==> config.mk <==
export PLATFORM = sky130hd
export DESIGN_NAME = gol_input_ctrl
export DESIGN_NICKNAME = d
export VERILOG_FILES = /design/src/rtl/gol_input_ctrl.sv
export SDC_FILE = /design/constraint.sdc
export NUM_CORES = 1
export LEC_CHECK = 0
export CAP_MARGIN = 20
export CORE_MARGIN = 1
export CORE_UTILIZATION = 45
export CTS_CLUSTER_DIAMETER = 50
export DETAILED_ROUTE_END_ITERATION = 6
export PLACE_DENSITY = 0.67
export RECOVER_POWER = 50
export SLEW_MARGIN = 20
export SYNTH_ARGS = -nofsm -noshare
export SYNTH_HDL_FRONTEND = slang
export SYNTH_SLANG_ARGS = --single-unit
==> constraint.sdc <==
create_clock -name clk -period 2.9 [get_ports clk]
set_input_delay 0.87 -clock clk [delete_from_list [all_inputs] [get_ports clk]]
set_output_delay 0.87 -clock clk [all_outputs]
set_load 0.02 [all_outputs]
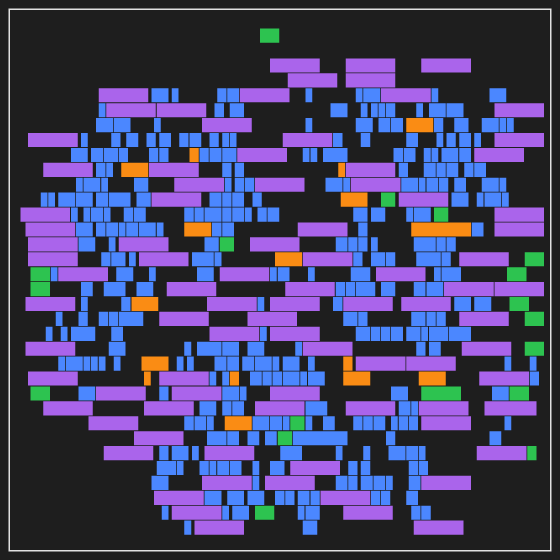
*Placement by cell class*
blue -> combinational and other logic  # cells 321
orange -> clock drivers and dummy loads  # cells 16
purple -> flops  # cells 87
green -> other buffers and delay cells  # cells 18
Core Box Area: 8891 µm²
final core area utilization: 51.93%
post-route cell area: 4617 µm²

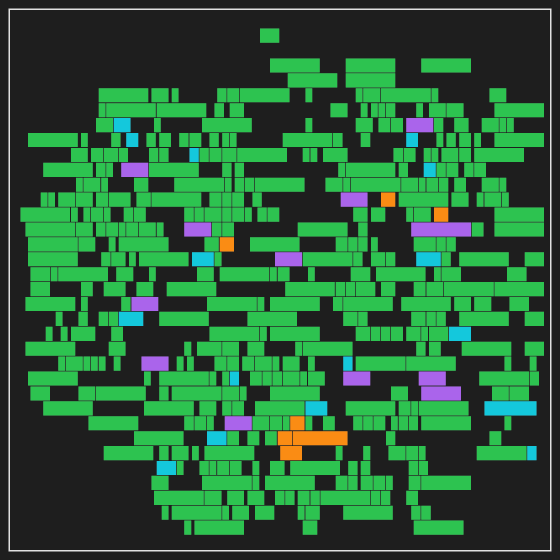
*Sizing map*
green -> _0 and _1 cells  # cells 407
cyan -> _2 cells  # cells 16
purple -> _6 and larger  # cells 12
orange -> _3 and _4 cells  # cells 7
Signal buffers: 18
setup slack after layout: 524.8 ps

==> flow_metrics.env <==
# physical design summary
export IMPL_cts_tree="done"
export IMPL_yosys_area_share_adder_pct=0.8953
export IMPL_cp_top_family="buffers and inverters"
export IMPL_timing_max_slew_rel_slack_pct=26.44
export IMPL_clk_insertion_delay_late_ps=350
export IMPL_post_route_drc_count=2
export IMPL_drt_pass1_iterations=7
export IMPL_total_nets_after_synthesis=431
export IMPL_final_net_count=447
export IMPL_top_logic_kind="simple AND/OR/NAND/NOR gates"
export IMPL_enable_flop_cells=0
export IMPL_synth_yosys_warnings=0
export IMPL_diodes=0
export IMPL_critPathKind="reg -> out"
export IMPL_commonest_register_cell_after_synthesis="sky130_fd_sc_hd__dfrtp_1"
export IMPL_crit_end_element="primary output"
export IMPL_unrepaired_setup_endpoints_after_global_routing="false"
export IMPL_largest_incremental_delay_on_the_critical_path_ps=600
export IMPL_outcome="complete, but fails checks"
export IMPL_dpl_instance_area_um2=4429
export IMPL_pin_count_of_the_biggest_net_entering_global_routing=45
export IMPL_cts_repair_resized=0
export IMPL_syn_instance_count=421
export IMPL_first_global_vias=3050
export IMPL_synth_yosys_chip_area_um2=4193
export IMPL_yosys_stat_cells=421
export IMPL_yosys_area_share_xor_xnor_pct=9.191
export IMPL_timing_final_crit_period_ps=2375
export IMPL_power_ir_vdd_worst_mv=0.2085
export IMPL_failing_checks="DRC"
export IMPL_max_h_tree_level=3
export IMPL_max_cap_violations=0
export IMPL_synthTopCellsByArea="sky130_fd_sc_hd__dfrtp_1 51%, sky130_fd_sc_hd__xnor2_1 5.8%, sky130_fd_sc_hd__nor2_1 4.8%"
export IMPL_worst_endpoint_required_ps=2030
export IMPL_ff2ff_path_depth=5
export IMPL_crit_buf_inv=1
export IMPL_core_rowCount=34
export IMPL_die_size_x_um=98.53
-- power by group --
| part | total (W) | switching (W) | internal, W |
|---|---|---|---|
| registers | 0.00124 | 0.0000120 | 0.00123 |
| logic | 0.0000762 | 0.0000513 | 0.0000249 |
| clock network | 0.000835 | 0.000416 | 0.000419 |
-- cell type report --
cell class	count	area (µm²)	area share, %
sequential	87	2178	47.18
multi-input combinational	308	1892	40.98
timing repair buffer	18	172.7	3.740
clock buffer	12	145.1	3.144
tap	108	135.1	2.927
inverter	13	48.80	1.057
clock inverter	4	45.04	0.9756
-- layer usage --
| layer | track usage, % | share of wire (%) |
|---|---|---|
| met5 | 0 | 0 |
| met4 | 4.822 | 0.50 |
| met3 | 4.894 | 3.6 |
| met2 | 29.25 | 48 |
| met1 | 23.62 | 48 |
-- stage by stage --
stage               total power (W)  setup slack, ps  utilization (%)
global placement           0.001341            738.6            49.82
detailed placement         0.001343            731.3            49.82
CTS                        0.002190            493.0            51.96
floorplan                  0.001296            764.4                -
global route               0.002240            461.3            51.93
finish                     0.002150            524.8            51.93
-- cells in the final DEF (no fill, tap or decap), drive strengths merged, types with 5 or more instances in the layout --
cell type	instances
buf	6
xor2	16
nor2	54
o21ai	19
xnor2	28
a21oi	25
clkdlybuf4s50	6
o31ai	7
dfrtp	86
nand3	25
and3	9
nand2	25
inv	13
nand4	16
and4	6
nor4	13
or4	12
clkbuf	13
nor3	12
or3	14
dlygate4sd3	5
-- cells by family (layout without fill, tap and decap cells) --
group / count (synthesis) / after routing
simple gates: 199 / 199
flops: 87 / 87
compound gates: 55 / 55
xor+xnor: 44 / 44
buf+inv: 26 / 47
mux: 7 / 7
fa+ha+maj: 3 / 3
Power figures rest on the tool's default switching activity, not on a simulated workload.
